--- config.mk ---
export PLATFORM = sky130hd
export DESIGN_NAME = interrupt_controller
export DESIGN_NICKNAME = d
export VERILOG_FILES = /design/src/rtl/intc_pkg.sv /design/src/rtl/intc_prio_enc.sv /design/src/rtl/interrupt_controller.sv
export SDC_FILE = /design/constraint.sdc
export NUM_CORES = 1
export LEC_CHECK = 0
export ABC_CLOCK_PERIOD_IN_PS = 2050
export CORE_MARGIN = 1
export CORE_UTILIZATION = 46
export CTS_CLUSTER_DIAMETER = 100
export DETAILED_ROUTE_END_ITERATION = 12
export PLACE_DENSITY = 0.79
export REMOVE_ABC_BUFFERS = 1
export SLEW_MARGIN = 20
export SYNTH_ARGS = -nofsm -noshare
export SYNTH_HDL_FRONTEND = slang
export SYNTH_HIERARCHICAL = 1
export SYNTH_SLANG_ARGS = --single-unit
--- constraint.sdc ---
create_clock -name clk -period 2.05 [get_ports clk]
set_input_delay 0.41 -clock clk [delete_from_list [all_inputs] [get_ports clk]]
set_output_delay 0.41 -clock clk [all_outputs]
set_load 0.01 [all_outputs]
--- src/rtl/intc_pkg.sv ---
// -----------------------------------------------------------------------------
// intc_pkg
// Shared constants for the interrupt controller:
//   - configuration register addresses (MASK, MODE, PENDING, STATUS, OVERFLOW)
//   - FSM state encoding (IDLE / REQ / GAP)
//   - STATUS register bit positions
// Optional feature macro used by the controller: INTC_OVERFLOW_EN
// -----------------------------------------------------------------------------
package intc_pkg;

  // Register map
  localparam int unsigned INTC_MASK = 0;  // 1 = channel enabled
  localparam int unsigned INTC_MODE = 1;  // 1 = edge, 0 = level
  localparam int unsigned INTC_PEND = 2;  // pending, write-1-to-clear
  localparam int unsigned INTC_STAT = 3;  // read-only request status
  localparam int unsigned INTC_OVF  = 4;  // sticky overflow (optional)

  // FSM state encoding
  localparam logic [1:0] ST_IDLE = 2'd0;
  localparam logic [1:0] ST_REQ  = 2'd1;
  localparam logic [1:0] ST_GAP  = 2'd2;

  // STATUS register layout
  localparam int unsigned STAT_REQ_BIT = 15;  // mirrors irq_req
  localparam int unsigned STAT_VEC_LSB = 0;   // irq_vec starts here

endpackage

--- src/rtl/intc_prio_enc.sv ---
// -----------------------------------------------------------------------------
// intc_prio_enc
// Combinational find-first-set: reports whether any request bit is set and the
// index of the lowest set bit (lowest index = highest priority).
// Ports:
//   req   in  N_IRQ : candidate request bits
//   any   out 1     : at least one bit of req is set
//   index out VEC_W : index of the lowest set bit (0 when none set)
// -----------------------------------------------------------------------------
module intc_prio_enc #(
  parameter int N_IRQ = 8,
  parameter int VEC_W = 3
) (
  input  logic [N_IRQ-1:0] req,
  output logic             any,
  output logic [VEC_W-1:0] index
);

  always_comb begin
    any   = |req;
    index = '0;
    // Scan from the top down so the lowest set bit is the last one written.
    for (int i = N_IRQ - 1; i >= 0; i--) begin
      if (req[i]) begin
        index = VEC_W'(i);
      end
    end
  end

endmodule

--- src/rtl/interrupt_controller.sv ---
// -----------------------------------------------------------------------------
// interrupt_controller
// Maskable, fixed-priority interrupt controller. Merges N_IRQ synchronous
// interrupt lines into one request plus an encoded vector, with a one-cycle
// acknowledge handshake from the cpu. Configuration/status via a small
// register port.
//
// Ports:
//   clk        in  1      : system clock
//   reset      in  1      : synchronous, active-high reset
//   irq_in     in  N_IRQ  : raw interrupt lines (synchronous to clk)
//   cfg_we     in  1      : configuration write strobe
//   cfg_addr   in  CFG_AW : register select
//   cfg_wdata  in  16     : write data
//   cfg_rdata  out 16     : combinational read data for cfg_addr
//   irq_req    out 1      : interrupt request to the cpu
//   irq_vec    out VEC_W  : requested channel, valid while irq_req=1
//   irq_ack    in  1      : cpu accepts the current vector (one-cycle pulse)
//   pending    out N_IRQ  : pending register (debug)
//
// Optional feature: define INTC_OVERFLOW_EN to build the sticky OVERFLOW
// register at address 4. Without it, address 4 reads 0 and ignores writes.
// -----------------------------------------------------------------------------
module interrupt_controller
  import intc_pkg::*;
#(
  parameter int N_IRQ  = 8,
  parameter int VEC_W  = 3,
  parameter int CFG_AW = 3
) (
  input  logic              clk,
  input  logic              reset,
  input  logic [N_IRQ-1:0]  irq_in,
  input  logic              cfg_we,
  input  logic [CFG_AW-1:0] cfg_addr,
  input  logic [15:0]       cfg_wdata,
  output logic [15:0]       cfg_rdata,
  output logic              irq_req,
  output logic [VEC_W-1:0]  irq_vec,
  input  logic              irq_ack,
  output logic [N_IRQ-1:0]  pending
);

  logic [N_IRQ-1:0] irq_q_reg;
  logic [N_IRQ-1:0] mask_reg;
  logic [N_IRQ-1:0] mode_reg;
  logic [N_IRQ-1:0] pending_reg;
  logic [N_IRQ-1:0] pending_next;
  logic [1:0]       state_reg;
  logic [VEC_W-1:0] vec_reg;

  logic [N_IRQ-1:0] edge_set;
  logic [N_IRQ-1:0] w1c_pend;
  logic [N_IRQ-1:0] ack_clr;
  logic [N_IRQ-1:0] clr;
  logic [N_IRQ-1:0] eligible;
  logic             win_any;
  logic [VEC_W-1:0] win_idx;

  logic wr_mask;
  logic wr_mode;
  logic wr_pend;

  // Only the low N_IRQ bits of the write data are stored.
  logic unused_wdata;
  assign unused_wdata = ^cfg_wdata;

  assign wr_mask = cfg_we && (cfg_addr == CFG_AW'(INTC_MASK));
  assign wr_mode = cfg_we && (cfg_addr == CFG_AW'(INTC_MODE));
  assign wr_pend = cfg_we && (cfg_addr == CFG_AW'(INTC_PEND));

  // Rising edge relative to the previous cycle's sample.
  assign edge_set = irq_in & ~irq_q_reg;
  assign w1c_pend = wr_pend ? cfg_wdata[N_IRQ-1:0] : '0;
  assign ack_clr  = ((state_reg == ST_REQ) && irq_ack) ? (N_IRQ'(1) << vec_reg) : '0;
  assign clr      = w1c_pend | ack_clr;

  // Edge channels: set wins over a same-cycle clear so no event is lost.
  // Level channels simply follow the line; clears have no lasting effect.
  genvar gi;
  generate
    for (gi = 0; gi < N_IRQ; gi++) begin : g_chan
      assign pending_next[gi] = mode_reg[gi]
                              ? (edge_set[gi] | (pending_reg[gi] & ~clr[gi]))
                              : irq_in[gi];
    end
  endgenerate

  assign eligible = pending_reg & mask_reg;

  intc_prio_enc #(
    .N_IRQ (N_IRQ),
    .VEC_W (VEC_W)
  ) u_prio_enc (
    .req   (eligible),
    .any   (win_any),
    .index (win_idx)
  );

  // Channel state and configuration registers
  always_ff @(posedge clk) begin
    if (reset) begin
      irq_q_reg   <= '0;
      mask_reg    <= '0;
      mode_reg    <= '1;
      pending_reg <= '0;
    end else begin
      irq_q_reg   <= irq_in;
      pending_reg <= pending_next;
      if (wr_mask) begin
        mask_reg <= cfg_wdata[N_IRQ-1:0];
      end
      if (wr_mode) begin
        mode_reg <= cfg_wdata[N_IRQ-1:0];
      end
    end
  end

  // Request handshake FSM. The vector is latched on entry to REQ and held
  // there regardless of later mask/pending changes, so the cpu never sees a
  // request withdrawn. GAP gives the pending update one cycle to settle
  // before the next arbitration.
  always_ff @(posedge clk) begin
    if (reset) begin
      state_reg <= ST_IDLE;
      vec_reg   <= '0;
    end else begin
      case (state_reg)
        ST_IDLE: begin
          if (win_any) begin
            vec_reg   <= win_idx;
            state_reg <= ST_REQ;
          end
        end
        ST_REQ: begin
          if (irq_ack) begin
            state_reg <= ST_GAP;
          end
        end
        ST_GAP: begin
          state_reg <= ST_IDLE;
        end
        default: begin
          state_reg <= ST_IDLE;
        end
      endcase
    end
  end

  assign irq_req = (state_reg == ST_REQ);
  assign irq_vec = vec_reg;
  assign pending = pending_reg;

`ifdef INTC_OVERFLOW_EN
  logic [N_IRQ-1:0] ovf_reg;
  logic [N_IRQ-1:0] ovf_set;
  logic [N_IRQ-1:0] ovf_w1c;

  // A fresh edge on an edge channel that is still pending and not being
  // cleared this cycle means an event was merged into the existing one.
  assign ovf_set = mode_reg & edge_set & pending_reg & ~clr;
  assign ovf_w1c = (cfg_we && (cfg_addr == CFG_AW'(INTC_OVF))) ? cfg_wdata[N_IRQ-1:0] : '0;

  always_ff @(posedge clk) begin
    if (reset) begin
      ovf_reg <= '0;
    end else begin
      ovf_reg <= ovf_set | (ovf_reg & ~ovf_w1c);
    end
  end
`endif

  // Combinational register read
  always_comb begin
    cfg_rdata = 16'h0000;
    case (cfg_addr)
      CFG_AW'(INTC_MASK): cfg_rdata = 16'(mask_reg);
      CFG_AW'(INTC_MODE): cfg_rdata = 16'(mode_reg);
      CFG_AW'(INTC_PEND): cfg_rdata = 16'(pending_reg);
      CFG_AW'(INTC_STAT): begin
        cfg_rdata[STAT_REQ_BIT]                      = irq_req;
        cfg_rdata[STAT_VEC_LSB +: VEC_W]             = vec_reg;
      end
`ifdef INTC_OVERFLOW_EN
      CFG_AW'(INTC_OVF):  cfg_rdata = 16'(ovf_reg);
`endif
      default:            cfg_rdata = 16'h0000;
    endcase
  end

endmodule

Figure 1. Supply network (run 1).
Pins as bars on the die edge.
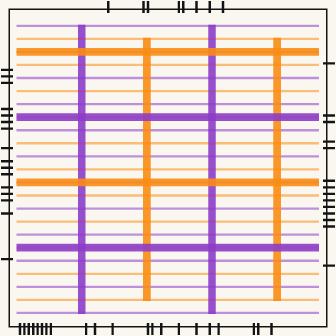
net	color
VSS	purple
VDD	orange
met5 straps	4
signal pins	59
rows	22
met1 rails	23
met4 straps	4
standard cell core area: 0.00377 mm²
Die Width: 65.9 µm
maximum VDD drop: 0.432 mV

Figure 2. Cell classes on the final placement (run 1).
Scale bar: 20 µm.
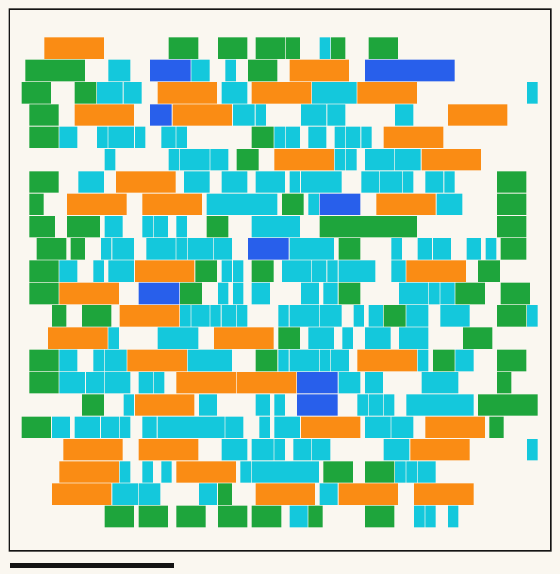
class	color	cells	share of their area
clock drivers and dummy loads	blue	8	4.8%
flops	orange	37	29%
other buffers and delay cells	green	63	23%
combinational and other logic	cyan	162	43%
Layout Utilization: 68.5%
Rows: 22

Figure 3. Clock wires, drivers and flops (run 1).
Scale bar: 20 µm.
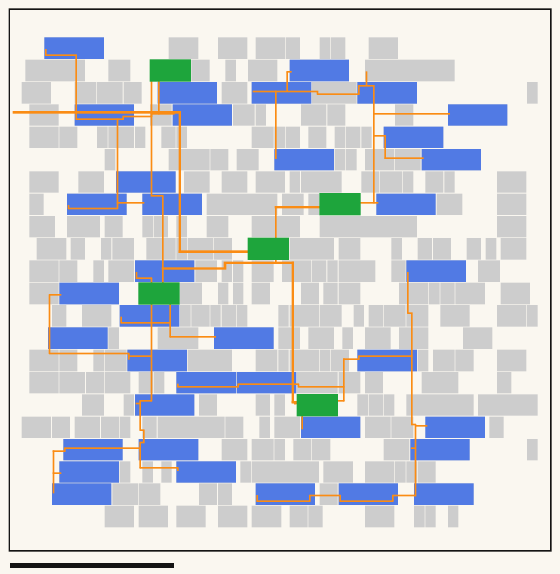
[clock wires] orange | length: 426 µm
[flip-flops] blue | count: 37
[clock drivers] green | count: 5
flops lie	all over the die
routed clock nets	6

==> out/qor.log, run 1 <==
INFO  run_status     run_status=completed
INFO  routing        drc_errors=0
INFO  yosys          synth_area_per_cell=8.93µm²
INFO  finish         n_all_inverters=3
INFO  finish         design_area=0.00258mm²
INFO  finish         design.final.nets=300
INFO  cts            cts.root.buffer_cell=clkbuf_8
INFO  global_routing grt_util_all_layers=24.5%
INFO  setup_path     worst_ep_required_time=1.64ns
INFO  routing        wl_per_cell=14.7µm
INFO  sta            post-route-period-util=96.8%
INFO  finish         layout.cells.largest_class=combinational gates
INFO  setup_path     worst-setup-path-type=in2out
INFO  setup_path     cp.arrival=1.57ns
INFO  cts            cts.hold.buffers_added=0
INFO  sta            timing.final.setup_violations=0
INFO  finish         non_clock_buffer_area_share=22.7%
INFO  cts            cts.htree.levels=2
INFO  job            max_cap_viol_count=0
INFO  cts            cts_tree=built
INFO  finish         multiInputGateArea=0.00106mm²
INFO  setup_path     startpoint_type_of_the_worst_setup_path=primary input
INFO  finish         layout_top_cells=39 x nand2_1, 37 x dfxtp_1, 32 x clkdlybuf4s50_1
INFO  yosys          synthesis.instances=210
INFO  global_routing antenna_found_initial=0
INFO  sta            postLayoutSetupSlackWorst=0.0659ns
INFO  job            warning_count=33
INFO  floorplanning  core_utilization_before_placement=49.7%
INFO  setup_path     critical-path-slowest-cell=dlygate4sd2_1
INFO  placement      place.detailed.hpwl=3280µm
INFO  min_path       timing.hold.worst.start=mask_reg[4]$_SDFFE_PP0P_
INFO  yosys          synth.cellmix.xorXnorShare=0%
INFO  finish         comb_area_share=41.2%
INFO  placement      gp_congestion=0.825
INFO  finish         regArea=741µm²
INFO  finish         area.share.sequential=28.7%
INFO  sta            slew_viol_final=0
INFO  yosys          syn_area=0.00188mm²
INFO  routing        post_route_ant_nets=0
[run 1: cells in the mapped netlist, types with 2 or more instances]
library cell	instances	area (µm²)
a211o_1	8	70.1
a211oi_1	8	60.1
a21oi_1	9	45.0
a22o_1	8	70.1
a2bb2oi_1	5	43.8
and2_1	8	50.1
buf_1	2	7.51
buf_2	5	25.0
buf_4	7	52.6
buf_6	2	22.5
dfxtp_1	37	741
inv_1	3	11.3
mux2i_1	9	90.1
mux4_2	3	67.6
nand2_1	39	146
nand3_1	3	15.0
nor2_1	12	45.0
nor2b_1	23	144
nor3_1	3	15.0
[run 1: through the flow]
stage          TNS (ns)  instances
2_1_floorplan         0        199
3_3_place_gp      -5.63        308
3_5_place_dp      -6.09        308
4_1_cts               0        318
5_1_grt               0        318
6_report              0        318
[run 1: routing by layer]
| metal | up-vias | wire (µm) | global-route usage, % |
|---|---|---|---|
| met2 | 77 | 2130 | 36.9 |
| met3 | 6 | 336 | 6.03 |
| met1 | 778 | 2140 | 33.9 |
| met4 | 0 | 55 | 8.15 |
| li1 | 842 | - | - |
| met5 | - | 0 | 0 |
[run 1: power breakdown]
group / internal [µW] / switching, µW
Sequential: 754 / 30.2
Combinational: 178 / 126
Clock: 396 / 260
Total: 1330 / 416
[run 1: path summary, 6_finish.rpt]
kind / to / slack, ns / depth (start not counted)
worst max-delay path: cfg_rdata[4] / 0.07 / 8
worst min-delay path: mask_reg[4]$_SDFFE_PP0P_ / 0.48 / 2
worst max register to register: irq_vec[1]$_SDFFE_PP0P_ / 0.46 / 7
worst min register to register: mask_reg[4]$_SDFFE_PP0P_ / 0.48 / 2
[run 1: worst max-delay path, delay by kind of cell]
family / cells / cell delay (ns)
compound gates: 1 / 0.15
simple gates: 2 / 0.23
buf+inv: 5 / 0.79
--- run 2 (diff from run 1) ---
--- a/config.mk
+++ b/config.mk
@@ -8,7 +8,7 @@
 export ABC_CLOCK_PERIOD_IN_PS = 2050
 export CORE_MARGIN = 1
 export CORE_UTILIZATION = 46
-export CTS_CLUSTER_DIAMETER = 100
+export CTS_CLUSTER_DIAMETER = 40
 export DETAILED_ROUTE_END_ITERATION = 12
 export PLACE_DENSITY = 0.79
 export REMOVE_ABC_BUFFERS = 1
Figure 4. Clock wires, drivers and flops (run 2).
Scale bar: 20 µm.
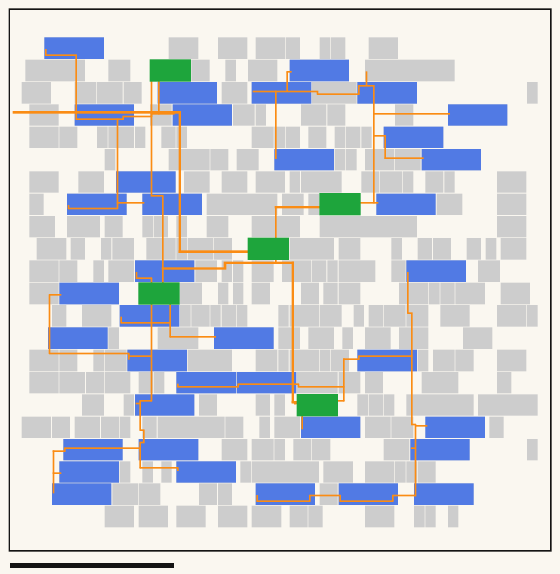
[clock wires] orange | length: 426 µm
[flip-flops] blue | count: 37
[clock drivers] green | count: 5
routed clock nets	6
flops lie	all over the die

Figure 5. Metal layers overlaid (run 2).
Two of the layers only.
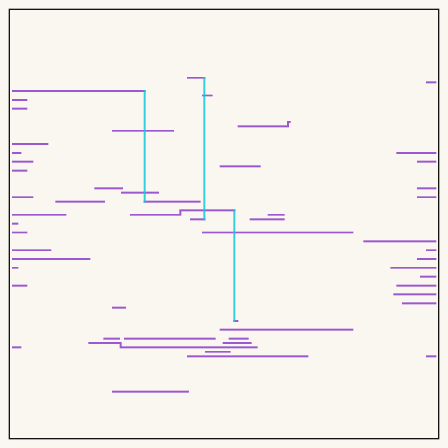
layer	color	wire length
metal 4	cyan	55.8 µm
metal 3	purple	336 µm
routed length per placed instance: 14.7 µm
detailed-route wire length: 4660 µm
total number of vias: 1,703
global-route usage over all layers: 24.5%

Figure 6. Supply network (run 2).
Pins as bars on the die edge.
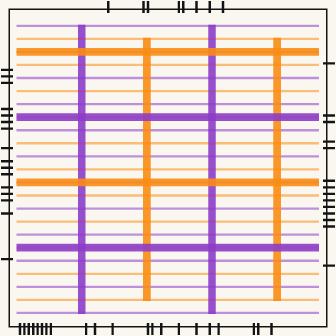
net	color
VDD	orange
VSS	purple
met4 straps	4
rows	22

==> out/qor.log, run 2 <==
INFO  placement      gp_congestion=0.825 [unchanged]
INFO  finish         layout_top_cells=39 x nand2_1, 37 x dfxtp_1, 32 x clkdlybuf4s50_1
INFO  yosys          topCellsByArea=dfxtp_1 39%, nand2_1 7.8%, nor2b_1 7.7%
INFO  sta            timing.final.setup_violations=0 [unchanged]
INFO  setup_path     worst-setup-path-type=in2out
INFO  run_status     run_status=completed
INFO  setup_path     worst_ep_required_time=1.64ns [about the same]
INFO  min_path       timing.hold.worst.start=mask_reg[4]$_SDFFE_PP0P_
INFO  finish         final_cells=318 [unchanged]
INFO  yosys          syn_area=0.00188mm² [unchanged]
INFO  yosys          synth_largest_type_area_fraction=39.5% [unchanged]
INFO  yosys          synthDominantAreaCellType=dfxtp_1
INFO  yosys          synth.top_cells.by_count=39 x nand2_1, 37 x dfxtp_1, 23 x nor2b_1, 12 x nor2_1
INFO  placement      place_inst=308 [unchanged]
INFO  routing        drc_errors=0 [unchanged]
INFO  min_path       min_path_cells=2 [unchanged]
INFO  floorplanning  core-area=0.00377mm² [unchanged]
INFO  floorplanning  core_utilization_before_placement=49.7% [unchanged]
INFO  setup_path     reg2reg_to=irq_vec[1]$_SDFFE_PP0P_
INFO  floorplanning  rows=22 [unchanged]
INFO  yosys          synth.cellmix.xorXnorShare=0% [unchanged]
INFO  setup_path     startpoint_type_of_the_worst_setup_path=primary input
INFO  cts            cts.root.buffer_cell=clkbuf_8
INFO  job            max_cap_viol_count=0 [unchanged]
INFO  setup_path     timing.reg2reg.worst_path_depth=7 [unchanged]
INFO  floorplanning  chipWidth=65.9µm [unchanged]
INFO  routing        post_route_ant_nets=0 [unchanged]
INFO  cts            cts.htree.levels=2 [unchanged]
INFO  yosys          cell_with_the_most_instances_after_synthesis=nand2_1
INFO  setup_path     timing.reg2reg.setup_slack=0.46ns [about the same]
INFO  min_path       worstHoldEndpoint=mask_reg[4]$_SDFFE_PP0P_
INFO  placement      place.detailed.hpwl=3280µm [unchanged]
INFO  job            warning_count=33 [unchanged]
## run 2: cells by family after synthesis
logic type	after synthesis
flip-flops	37
multiplexers	12
other	1
AND-OR/OR-AND	42
buffers and inverters	20
AND/OR/NAND/NOR	98
## run 2: report_power, final
part,switching [µW],internal [µW]
Clock,260,396
Combinational,126,178
Sequential,30.2,754
Total,416,1330
## run 2: metal layers
metal	part of all wire [%]	vias up	wire, µm	GRT usage, %
li1	-	842	-	-
met1	46	778	2140	33.9
met2	46	77	2130	36.9
met3	7.2	6	336	6.03
met4	1.2	0	55	8.15
met5	0	-	0	0
## run 2: repair_timing
action | in CTS | in global routing
hold buffers | 0 | 0
gates cloned | 1 | 0
setup buffers | 1 | 0
endpoints found under the hold margin | 0 | 0
endpoints found under the setup margin | 9 | 1
pin swaps | 1 | 0
gates resized | 41 | 3
## run 2: per-stage QoR
stage                     area, µm²  util, %  setup slack, ns
after floorplan                1790        -            0.401
after global placement         2440     64.6           -0.490
after detailed placement       2440     64.6           -0.494
after CTS                      2580     68.4           0.0736
after global routing           2580     68.5          0.00798
final                          2580     68.5           0.0659
## run 2: final cells by class
cell class | instances | area (µm²) | share of cell area, %
clock inverter | 2 | 37.5 | 1.45
tap | 48 | 60.1 | 2.33
clock buffer | 6 | 82.6 | 3.20
inverter | 3 | 11.3 | 0.436
timing repair buffer | 63 | 587 | 22.7
sequential | 37 | 741 | 28.7
multi-input combinational | 159 | 1060 | 41.2
## run 2: critical path: cells and delay by family
family / cells / cell delay, ns
AND/OR/NAND/NOR: 2 / 0.23
buffers and inverters: 5 / 0.79
AND-OR/OR-AND: 1 / 0.15
--- run 3 (diff from run 2) ---
--- a/config.mk
+++ b/config.mk
@@ -6,13 +6,14 @@
 export NUM_CORES = 1
 export LEC_CHECK = 0
 export ABC_CLOCK_PERIOD_IN_PS = 2050
+export CAP_MARGIN = 20
 export CORE_MARGIN = 1
 export CORE_UTILIZATION = 46
 export CTS_CLUSTER_DIAMETER = 40
 export DETAILED_ROUTE_END_ITERATION = 12
 export PLACE_DENSITY = 0.79
 export REMOVE_ABC_BUFFERS = 1
-export SLEW_MARGIN = 20
+export SLEW_MARGIN = 5
 export SYNTH_ARGS = -nofsm -noshare
 export SYNTH_HDL_FRONTEND = slang
 export SYNTH_HIERARCHICAL = 1
Figure 7. Clock wires, drivers and flops (run 3).
Scale bar: 20 µm.
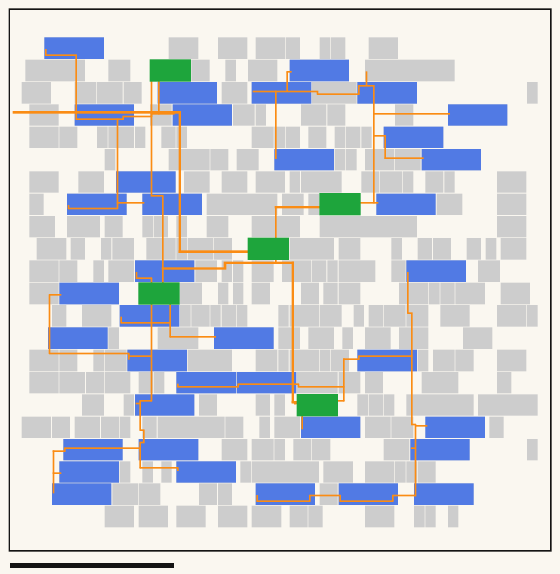
[clock wires] orange | length: 426 µm
[flip-flops] blue | count: 37
[clock drivers] green | count: 5
routed clock nets	6
maximum clock skew at final layout: 0.0105 ns
power dissipated in the clock network: 655 µW

Figure 8. Clock nets (run 3).
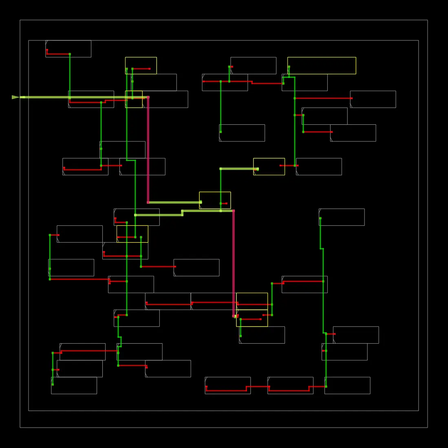
number of buffers created by CTS: 5
registers: 37
clock buf count: 6
clock latency at the later pin of the worst-skew pair: 0.29 ns

Figure 9. Metal layers overlaid (run 3).
Two of the layers only.
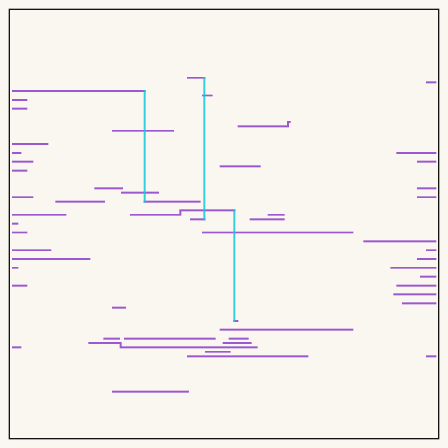
layer	color	wire length
metal 4	cyan	55.8 µm
metal 3	purple	336 µm

==> out/qor.log, run 3 <==
INFO  finish         layout.cells.largest_class=combinational gates
INFO  placement      place.detailed.hpwl=3280µm [unchanged]
INFO  finish         non_clock_buffer_area_share=22.7% [unchanged]
INFO  power          clockPowerShare=37.6% [about the same]
INFO  floorplanning  taps=48 [unchanged]
INFO  routing        wl_met2=2130µm [unchanged]
INFO  routing        wl_per_cell=14.7µm [unchanged]
INFO  finish         comb_area_share=41.2% [unchanged]
INFO  placement      gp_congestion=0.825 [unchanged]
INFO  setup_path     timing.reg2reg.setup_slack=0.46ns [about the same]
INFO  routing        m1_wire_length=2140µm [unchanged]
INFO  yosys          syn_area=0.00188mm² [unchanged]
INFO  finish         layout_top_cells=39 x nand2_1, 37 x dfxtp_1, 32 x clkdlybuf4s50_1
INFO  routing        detailroute.wirelength.met3=336µm [unchanged]
INFO  power          p_sw_share=23.9% [unchanged]
INFO  routing        post_route_ant_nets=0 [unchanged]
INFO  routing        top_signal_layer_used=met4
INFO  placement      placed_area=0.00244mm² [unchanged]
INFO  job            max_cap_viol_count=0 [unchanged]
INFO  finish         n_all_inverters=3 [unchanged]
INFO  power          p_comb_share=17.4% [about the same]
INFO  global_routing met2_usage=36.9% [unchanged]
INFO  setup_path     worst-setup-path-type=in2out
INFO  floorplanning  core-area=0.00377mm² [unchanged]
INFO  global_routing gr-usage-met3=6.03% [unchanged]
INFO  routing        route.final.wire_length=4660µm [unchanged]
INFO  setup_path     worst_ep_required_time=1.64ns [about the same]
INFO  setup_path     reg2reg_to=irq_vec[1]$_SDFFE_PP0P_
INFO  run_status     run_status=completed
INFO  setup_path     cpLargestDelayFamily=buffers and inverters
INFO  yosys          synthDominantAreaCellType=dfxtp_1
INFO  global_routing global_route.usage.met1=33.9% [unchanged]
INFO  setup_path     buffers_plus_inverters_on_the_worst_setup_path=5 [unchanged]
INFO  floorplanning  chipWidth=65.9µm [unchanged]
INFO  finish         design_area=0.00258mm² [unchanged]
INFO  finish         area.share.sequential=28.7% [unchanged]
INFO  finish         regArea=741µm² [unchanged]
INFO  sta            timing.final.setup_violations=0 [unchanged]
INFO  cts            cts.root.buffer_cell=clkbuf_8
INFO  finish         clock_tree_area_fraction=4.65% [unchanged]
INFO  min_path       min_path_cells=2 [unchanged]
INFO  setup_path     startpoint_type_of_the_worst_setup_path=primary input
INFO  cts            cts.htree.levels=2 [unchanged]
INFO  power          seq_power_share=45.0% [about the same]
INFO  min_path       worstHoldEndpoint=mask_reg[4]$_SDFFE_PP0P_
run 3: cell counts after synthesis:
Identical to the previous run, type by type.
run 3: how the worst max path moves through the flow:
stage                start                     to  slack, ns  depth (start not counted)
6_report       cfg_addr[1]           cfg_rdata[4]       0.07                          8
5_1_grt        cfg_addr[1]           cfg_rdata[4]      0.008                          8
4_1_cts        cfg_addr[1]           cfg_rdata[4]       0.07                          8
3_5_place_dp   cfg_addr[1]           cfg_rdata[2]      -0.49                          5
3_3_place_gp   cfg_addr[1]           cfg_rdata[1]      -0.49                          5
2_1_floorplan       cfg_we  pending[0]$_SDFF_PP0_       0.40                          3
run 3: power groups by stage:
stage	clock network, µW	logic (µW)	registers (µW)
floorplan	0	119	800
global placement	0	290	798
detailed placement	0	295	799
CTS	670	302	783
global route	706	329	789
finish	655	304	784
run 3: logic make-up (layout without fill, tap and decap cells):
group	after synthesis	after routing	synth area share [%]
AOI/OAI and AO/OA	42	42	16.9
buffers and inverters	20	74	6.54
DFF	37	37	39.5
muxes	12	12	8.41
other	1	7	0.200
and+or+nand+nor	98	98	28.4
run 3: per-stage QoR:
step | TNS (ns) | power, µW | instances | setup slack (ns)
finish | 0 | 1740 | 318 | 0.0659
global route | 0 | 1820 | 318 | 0.00798
CTS | 0 | 1750 | 318 | 0.0736
detailed placement | -6.09 | 1090 | 308 | -0.494
global placement | -5.63 | 1090 | 308 | -0.490
floorplan | 0 | 918 | 199 | 0.401
run 3: timing repair:
action                                  in CTS  in global routing
pin swaps                                    1                  0
gates cloned                                 1                  0
hold buffers                                 0                  0
resized                                     41                  3
hold endpoints to repair                     0                  0
endpoints found under the setup margin       9                  1
setup buffers                                1                  0
run 3: worst min-delay path, cell delays in order, from the launching register on:
cell,delay [ns]
dfxtp_1,0.32
nand2_1,0.05
a21oi_1,0.06
Power is estimated from default activity; no workload was simulated.
